<file path="src/rtl/main_control_fsm_if.sv">
// Control bundle between the LEGv8 multicycle main controller and the datapath.
// master = controller side, slave = datapath side.
interface main_control_fsm_if #(
  parameter int CNT_W = 16
);
  logic [10:0]      opcode;
  logic             zero;
  logic             mem_ready;
  logic [1:0]       alu_op;
  logic             alu_src;
  logic             reg2loc;
  logic             ir_write;
  logic             pc_incr;
  logic             pc_branch;
  logic             mem_read;
  logic             mem_write;
  logic             mem_to_reg;
  logic             reg_write;
  logic             illegal;
  logic [2:0]       state;
  logic [CNT_W-1:0] instr_count;

  modport master (
    input  opcode, zero, mem_ready,
    output alu_op, alu_src, reg2loc, ir_write, pc_incr, pc_branch,
           mem_read, mem_write, mem_to_reg, reg_write, illegal, state, instr_count
  );

  modport slave (
    output opcode, zero, mem_ready,
    input  alu_op, alu_src, reg2loc, ir_write, pc_incr, pc_branch,
           mem_read, mem_write, mem_to_reg, reg_write, illegal, state, instr_count
  );
endinterface

</file>
<file path="src/rtl/main_control_fsm.sv">
// LEGv8 multicycle main control: decodes the opcode, sequences FETCH..WB,
// handles memory wait and illegal-opcode trap, counts retired instructions.
//
// state  | meaning
// -------+------------------------------------------------------------
// FETCH  | load IR, PC <= PC+4
// DECODE | classify opcode; illegal -> TRAP or retire as NOP
// EXEC   | ALU operation; CBZ/B resolve branch and retire here
// MEM    | data memory access, held until mem_ready
// WB     | register file write, retire
// TRAP   | sticky illegal-opcode halt, left only by reset
// RST    | reset state, all outputs quiet
module main_control_fsm #(
  parameter int CNT_W           = 16,
  parameter bit TRAP_ON_ILLEGAL = 1'b1
) (
  input logic              clk,
  input logic              rst_n,
  main_control_fsm_if.master bus
);

  typedef enum logic [2:0] {
    S_FETCH  = 3'd0,
    S_DECODE = 3'd1,
    S_EXEC   = 3'd2,
    S_MEM    = 3'd3,
    S_WB     = 3'd4,
    S_TRAP   = 3'd6,
    S_RST    = 3'd7
  } state_t;

  typedef enum logic [2:0] {
    C_NONE  = 3'd0,
    C_RTYPE = 3'd1,
    C_LDUR  = 3'd2,
    C_STUR  = 3'd3,
    C_CBZ   = 3'd4,
    C_B     = 3'd5,
    C_ILL   = 3'd6
  } class_t;

  localparam logic [10:0] OP_ADD  = 11'b10001011000;
  localparam logic [10:0] OP_SUB  = 11'b11001011000;
  localparam logic [10:0] OP_AND  = 11'b10001010000;
  localparam logic [10:0] OP_ORR  = 11'b10101010000;
  localparam logic [10:0] OP_LDUR = 11'b11111000010;
  localparam logic [10:0] OP_STUR = 11'b11111000000;

  state_t           state_q, state_d;
  class_t           class_q, dec_class;
  logic             illegal_q;
  logic [CNT_W-1:0] cnt_q;
  logic             retire;

  always_comb begin
    dec_class = C_ILL;
    if (bus.opcode == OP_ADD || bus.opcode == OP_SUB ||
        bus.opcode == OP_AND || bus.opcode == OP_ORR)
      dec_class = C_RTYPE;
    else if (bus.opcode == OP_LDUR)
      dec_class = C_LDUR;
    else if (bus.opcode == OP_STUR)
      dec_class = C_STUR;
    else if (bus.opcode[10:3] == 8'b10110100)
      dec_class = C_CBZ;
    else if (bus.opcode[10:5] == 6'b000101)
      dec_class = C_B;
  end

  always_ff @(posedge clk) begin
    if (!rst_n) begin
      state_q   <= S_RST;
      class_q   <= C_NONE;
      illegal_q <= 1'b0;
      cnt_q     <= '0;
    end else begin
      state_q <= state_d;
      if (state_q == S_DECODE)
        class_q <= dec_class;
      if (state_d == S_TRAP)
        illegal_q <= 1'b1;
      if (retire)
        cnt_q <= cnt_q + CNT_W'(1);
    end
  end

  always_comb begin
    state_d        = state_q;
    retire         = 1'b0;
    bus.alu_op     = 2'b00;
    bus.alu_src    = 1'b0;
    bus.reg2loc    = 1'b0;
    bus.ir_write   = 1'b0;
    bus.pc_incr    = 1'b0;
    bus.pc_branch  = 1'b0;
    bus.mem_read   = 1'b0;
    bus.mem_write  = 1'b0;
    bus.mem_to_reg = 1'b0;
    bus.reg_write  = 1'b0;

    unique case (state_q)
      S_RST: state_d = S_FETCH;

      S_FETCH: begin
        bus.ir_write = 1'b1;
        bus.pc_incr  = 1'b1;
        state_d      = S_DECODE;
      end

      S_DECODE: begin
        if (dec_class != C_ILL) begin
          state_d = S_EXEC;
        end else if (TRAP_ON_ILLEGAL) begin
          state_d = S_TRAP;
        end else begin
          state_d = S_FETCH;
          retire  = 1'b1;
        end
      end

      S_EXEC: begin
        bus.reg2loc = (class_q == C_STUR) || (class_q == C_CBZ);
        case (class_q)
          C_RTYPE: begin
            bus.alu_op = 2'b10;
            state_d    = S_WB;
          end
          C_LDUR, C_STUR: begin
            bus.alu_src = 1'b1;
            state_d     = S_MEM;
          end
          C_CBZ: begin
            bus.alu_op    = 2'b01;
            bus.pc_branch = bus.zero;
            state_d       = S_FETCH;
            retire        = 1'b1;
          end
          C_B: begin
            bus.pc_branch = 1'b1;
            state_d       = S_FETCH;
            retire        = 1'b1;
          end
          default: state_d = S_FETCH;
        endcase
      end

      S_MEM: begin
        bus.alu_src   = 1'b1;
        bus.reg2loc   = (class_q == C_STUR);
        bus.mem_read  = (class_q == C_LDUR);
        bus.mem_write = (class_q == C_STUR);
        if (bus.mem_ready) begin
          if (class_q == C_LDUR) begin
            state_d = S_WB;
          end else begin
            state_d = S_FETCH;
            retire  = (class_q == C_STUR);
          end
        end
      end

      S_WB: begin
        bus.reg_write  = 1'b1;
        bus.mem_to_reg = (class_q == C_LDUR);
        bus.reg2loc    = (class_q == C_STUR) || (class_q == C_CBZ);
        state_d        = S_FETCH;
        retire         = 1'b1;
      end

      S_TRAP: state_d = S_TRAP;

      default: state_d = S_RST;
    endcase
  end

  assign bus.illegal     = illegal_q;
  assign bus.state       = state_q;
  assign bus.instr_count = cnt_q;

endmodule
</file>
<file path="src/flat_wrapper.sv">
// flat-port wrapper written by rule: the top's interface ports become plain ports
module main_control_fsm_flat 
#(
  parameter int CNT_W           = 16,
  parameter bit TRAP_ON_ILLEGAL = 1'b1
)
  (clk, rst_n, bus_opcode, bus_zero, bus_mem_ready, bus_alu_op, bus_alu_src, bus_reg2loc, bus_ir_write, bus_pc_incr, bus_pc_branch, bus_mem_read, bus_mem_write, bus_mem_to_reg, bus_reg_write, bus_illegal, bus_state, bus_instr_count);
  main_control_fsm_if #(.CNT_W(CNT_W)) bus_i ();
  input logic clk;
  input logic rst_n;
  input wire logic [$bits(bus_i.opcode)-1:0] bus_opcode;
  input wire logic [$bits(bus_i.zero)-1:0] bus_zero;
  input wire logic [$bits(bus_i.mem_ready)-1:0] bus_mem_ready;
  output wire logic [$bits(bus_i.alu_op)-1:0] bus_alu_op;
  output wire logic [$bits(bus_i.alu_src)-1:0] bus_alu_src;
  output wire logic [$bits(bus_i.reg2loc)-1:0] bus_reg2loc;
  output wire logic [$bits(bus_i.ir_write)-1:0] bus_ir_write;
  output wire logic [$bits(bus_i.pc_incr)-1:0] bus_pc_incr;
  output wire logic [$bits(bus_i.pc_branch)-1:0] bus_pc_branch;
  output wire logic [$bits(bus_i.mem_read)-1:0] bus_mem_read;
  output wire logic [$bits(bus_i.mem_write)-1:0] bus_mem_write;
  output wire logic [$bits(bus_i.mem_to_reg)-1:0] bus_mem_to_reg;
  output wire logic [$bits(bus_i.reg_write)-1:0] bus_reg_write;
  output wire logic [$bits(bus_i.illegal)-1:0] bus_illegal;
  output wire logic [$bits(bus_i.state)-1:0] bus_state;
  output wire logic [$bits(bus_i.instr_count)-1:0] bus_instr_count;
  assign bus_i.opcode = bus_opcode;
  assign bus_i.zero = bus_zero;
  assign bus_i.mem_ready = bus_mem_ready;
  assign bus_alu_op = bus_i.alu_op;
  assign bus_alu_src = bus_i.alu_src;
  assign bus_reg2loc = bus_i.reg2loc;
  assign bus_ir_write = bus_i.ir_write;
  assign bus_pc_incr = bus_i.pc_incr;
  assign bus_pc_branch = bus_i.pc_branch;
  assign bus_mem_read = bus_i.mem_read;
  assign bus_mem_write = bus_i.mem_write;
  assign bus_mem_to_reg = bus_i.mem_to_reg;
  assign bus_reg_write = bus_i.reg_write;
  assign bus_illegal = bus_i.illegal;
  assign bus_state = bus_i.state;
  assign bus_instr_count = bus_i.instr_count;
  main_control_fsm #(.CNT_W(CNT_W), .TRAP_ON_ILLEGAL(TRAP_ON_ILLEGAL)) u_core (.clk(clk), .rst_n(rst_n), .bus(bus_i));
endmodule
</file>
<file path="config.mk">
export PLATFORM = sky130hd
export DESIGN_NAME = main_control_fsm_flat
export DESIGN_NICKNAME = d
export VERILOG_FILES = /design/src/rtl/main_control_fsm_if.sv /design/src/rtl/main_control_fsm.sv /design/src/flat_wrapper.sv
export SDC_FILE = /design/constraint.sdc
export NUM_CORES = 1
export LEC_CHECK = 0
export ABC_AREA = 1
export CAP_MARGIN = 25
export CORE_ASPECT_RATIO = 0.8
export CORE_UTILIZATION = 46
export CTS_CLUSTER_SIZE = 10
export DETAILED_ROUTE_END_ITERATION = 8
export PLACE_DENSITY = 0.85
export SYNTH_ARGS = -nofsm -noshare
export SYNTH_HDL_FRONTEND = slang
export SYNTH_SLANG_ARGS = --single-unit
</file>
<file path="constraint.sdc">
create_clock -name clk -period 1.98 [get_ports clk]
set_clock_uncertainty 0.1 [all_clocks]
set_input_delay 0.297 -clock clk [delete_from_list [all_inputs] [get_ports clk]]
set_output_delay 0.297 -clock clk [all_outputs]
set_load 0.01 [all_outputs]
</file>
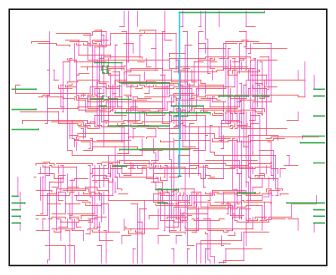
(metal layers overlaid)
Key: metal 2 = magenta [wire length 1560 µm]; metal 1 = red [wire length 1710 µm]; metal 3 = green [wire length 179 µm]; metal 4 = cyan [wire length 33.3 µm]
Detailed Route WL: 3.478 mm
wire length per cell: 10.90 µm
via count: 1628
global-route usage over all layers: 22.16%

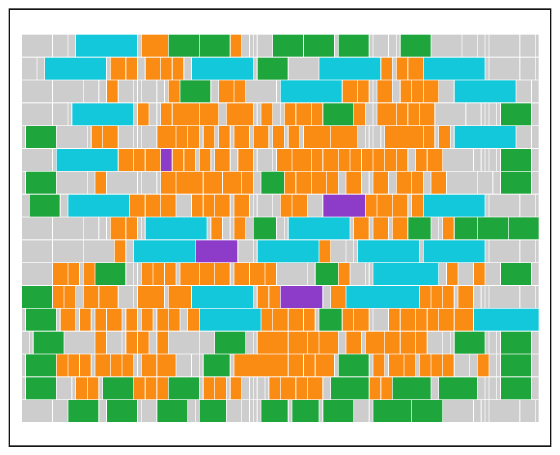
(placement by cell class)
Fill, decap, tap and diode cells in gray.
Key: clock drivers and dummy loads = purple [cells 4]; remaining buffers and delay cells = green [cells 51]; combinational and other logic = orange [cells 203]; sequential cells = cyan [cells 23]
final design utilization: 70.24%
total non-filler cell area in the finished layout: 2002 µm²
core area: 2850 µm²
Row Count: 17
Seq area share: 23.31%

==> git commit body <==
Update PnR metrics after Yosys + OpenROAD run

* First-pass GRT wire length: 5.747 mm
* Yosys warning tally: 0
- Number of vias per cell after detailed routing: 5.103
- Number of buffers on the longest clock path: 2
* Reg power frac: 44.5%
- Power drawn by the clock network: 286 µW
* Maximum vdd ir drop: 330.1 µV
- After synthesis, the netlist uses 23 different library cells.
* Post-synth EDFFs: 0
- 46 I/O pins were placed.
- In this run the static leakage power is 0.0008477 µW.
- The area recorded from the Yosys report for this design is 1429 µm².
- Per the detail_route report, DRC violations left total 0.
- Sum of negative setup slack: 0 ns
- The number of nets in the synthesized netlist is 246.
- Placed cells: 314
- For reference, the post-synthesis area per instance comes to 6.212 µm².
- Tool warning count: 27
- Clock insertion delay at the later pin of the skew report: 0.26 ns
* Share of Yosys cell area claimed by the top area cell type: 32.22%
- Largest driver fanout on the critical path: 5
- TritonCTS built the clock tree.
- Initial cell density of the core: 50.13%
- The root buffer cell chosen for the clock tree is sky130_fd_sc_hd__clkbuf_8.
* Via count of the first global-routing pass: 1319
- Total power after layout: 1246 µW
- Slack of the worst reg-to-reg path: 0.36 ns
- Category of the worst setup path capture point: output pin
- Endpoint arrival time on the critical path: 1.51 ns
- Run status: completed
- WS Path Type: reg -> out
- Main power-consuming group: sequential cells
- Per the Yosys statistics, synthesis produced 230 cells.
- Routability cong.: 0.8548
* Delay-heaviest family, CP: buffers and inverters
- CTS added clock buffers totalling 3.
- Worst stage delay on the critical path: 0.53 ns
- Summed over all nets, the switching power comes to 405.8 µW.
* Fraction of final layout cells sized beyond drive strength 1: 7.829%
- Looking at the cell usage after synthesis, the top flip-flop cell is sky130_fd_sc_hd__dfxtp_1.
- The tree built by TritonCTS fans out to 23 sinks.
- The launch point of the worst register-to-register path is recorded as u_core.bus.instr_count[1].
* Hold endpoint: u_core.bus.illegal
- The last timing report of the flow puts the setup violation total at 0.
- The synthesized instance count is 230.
* Cell type with the highest aggregate area in the netlist: sky130_fd_sc_hd__dfxtp_1
* Buffers inserted during post-CTS setup optimization: 1
- Antenna Nets Post-Route: 0
- CTS H-tree depth: 1
- Switching power as a fraction of the total was reported as 32.56%.
* Total Die Area: 3334 µm²
- Hold Violations, Final: 0
- Across all checked pins, the minimum headroom to the slew limit is 74.50%.
* Seq. cell area: 466.7 µm²
- By count the netlist is led by sky130_fd_sc_hd__nand2_1 (49), sky130_fd_sc_hd__nor2_1 (34), sky130_fd_sc_hd__inv_1 (31).
- Cells on worst reg2reg path: 8
* Crit path time final: 1.908 ns
- OpenROAD reports that the post-layout worst path occupies 96.38% of the period.
- Setup repair after global routing missed its margin: yes
* Sequential cell power: 554 µW
- In this run the vertical extent of the chip is 51.85 µm.
- Post-Place Cell Area: 1938 µm²
* PD cells: 622.6 nW/µm²
- Crit path depth: 4
- HP Start: u_core.bus.illegal
- In this run, post-CTS repair resized a total of 7 instances.
* Hold buffer count at cts: 0
- Number of max-slew violations in the final report: 0
* Overall overflow remaining after global route: 0
- Per the OpenROAD floorplan log, the width of the die is 64.31 µm.
* Worst r2r dst: u_core.bus.instr_count[14]
- Yosys reg bits: 23
* Endpoint required time on the critical path: 1.58 ns
- Cells traversed along the worst timing path: nor2_1 -> nand2_1 -> inv_1 -> clkdlybuf4s50_1
- Leaving out buffers and inverters, the combinational logic in the layout accounts for 818.3 µm².
- Share of async-settable or async-resettable flops after synthesis: 0%
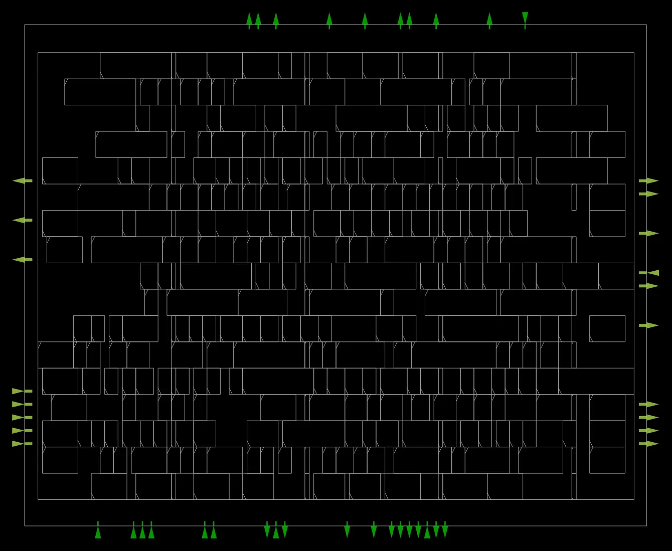
(placement view)
non-filler instance count after layout: 319
total of fill cells in the finished design: 252
tap cell count: 38
num sequential: 23

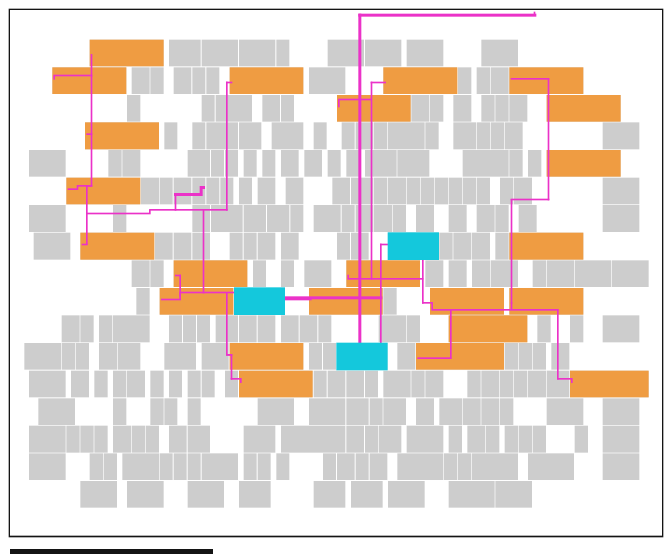
(routed clock nets over the placement)
The bar under the picture is 20 µm long.
Key: clock wires = magenta [length 274 µm]; clock drivers = cyan [count 3]; flip-flops = orange [count 23]
There are 4 routed clock nets.

-- cells by family after synthesis --
logic type / share of synthesized area, %
DFF: 32.22
AOI/OAI and AO/OA: 10.25
buffers and inverters: 10.51
xor gates and xnor gates: 3.678
adders and majority gates: 0.8755
and+or+nand+nor: 42.47
-- layout make-up --
type,instances,area share (%)
multi-input combinational,170,40.88
timing repair buffer,51,25.00
sequential,23,23.31
inverter,33,6.188
tap,38,2.375
clock buffer,4,2.250
-- layout by cell type (no fill, tap or decap) --
master                            synthesis  layout
sky130_fd_sc_hd__nand4_1                  8       8
sky130_fd_sc_hd__a21oi_1                 19      19
sky130_fd_sc_hd__nor2_2                   3       3
sky130_fd_sc_hd__o21ai_0                  6       6
sky130_fd_sc_hd__dfxtp_1                 23      20
sky130_fd_sc_hd__clkdlybuf4s50_1          0      37
sky130_fd_sc_hd__nand2_2                  3       3
sky130_fd_sc_hd__o21ai_1                  1       1
sky130_fd_sc_hd__nand3_4                  1       1
sky130_fd_sc_hd__dlymetal6s2s_1           0       4
sky130_fd_sc_hd__nor3_1                  13      13
sky130_fd_sc_hd__o211ai_1                 1       1
sky130_fd_sc_hd__clkbuf_8                 0       3
sky130_fd_sc_hd__xnor2_1                  3       3
sky130_fd_sc_hd__buf_4                    1       6
sky130_fd_sc_hd__o2111ai_1                1       1
sky130_fd_sc_hd__dlygate4sd2_1            0       4
sky130_fd_sc_hd__inv_1                   31      31
sky130_fd_sc_hd__nand2_1                 49      49
sky130_fd_sc_hd__nor2_1                  34      34
sky130_fd_sc_hd__nand3_1                 23      23
sky130_fd_sc_hd__nand3_2                  1       1
sky130_fd_sc_hd__clkbuf_1                 2       1
sky130_fd_sc_hd__dfxtp_2                  0       2
sky130_fd_sc_hd__inv_2                    2       2
sky130_fd_sc_hd__ha_1                     1       1
sky130_fd_sc_hd__xor2_1                   3       3
sky130_fd_sc_hd__dfxtp_4                  0       1
-- worst max path at each step --
| stage | endpoint | slack, ns | from |
|---|---|---|---|
| 4_1_cts | bus_mem_read | 0.01 | u_core.class_q[0] |
| 2_1_floorplan | u_core.bus.instr_count[14] | 0.35 | u_core.bus.instr_count[0] |
| 3_5_place_dp | bus_reg2loc | 0.11 | u_core.bus.state[1] |
| 6_report | bus_reg_write | 0.07 | u_core.bus.state[0] |
| 3_3_place_gp | bus_reg2loc | 0.14 | u_core.bus.state[1] |
| 5_1_grt | bus_reg2loc | -0.02 | u_core.bus.state[2] |
-- stage by stage --
step / hold slack [ns] / util [%] / setup slack, ns
after floorplan: 0.3354 / - / 0.3545
after global placement: 0.3399 / 68.00 / 0.1440
after detailed placement: 0.3506 / 68.00 / 0.1065
after CTS: 0.3629 / 69.80 / 0.01359
after global routing: 0.3975 / 70.24 / -0.02352
final: 0.3587 / 70.24 / 0.07169
-- flip-flops by register name, indices dropped and copies added (netlist names) --
| register | count |
|---|---|
| u_core.class_q | 3 |
| u_core.bus.state | 3 |
| u_core.bus.instr_count | 16 |
| u_core.bus.illegal | 1 |
-- layer usage --
metal	wire, µm	track usage, %
met4	33	8.148
met2	1561	34.04
met5	0	0
met1	1705	31.23
met3	178	3.509
No activity file was given, so power comes from the tool's default toggle rates.
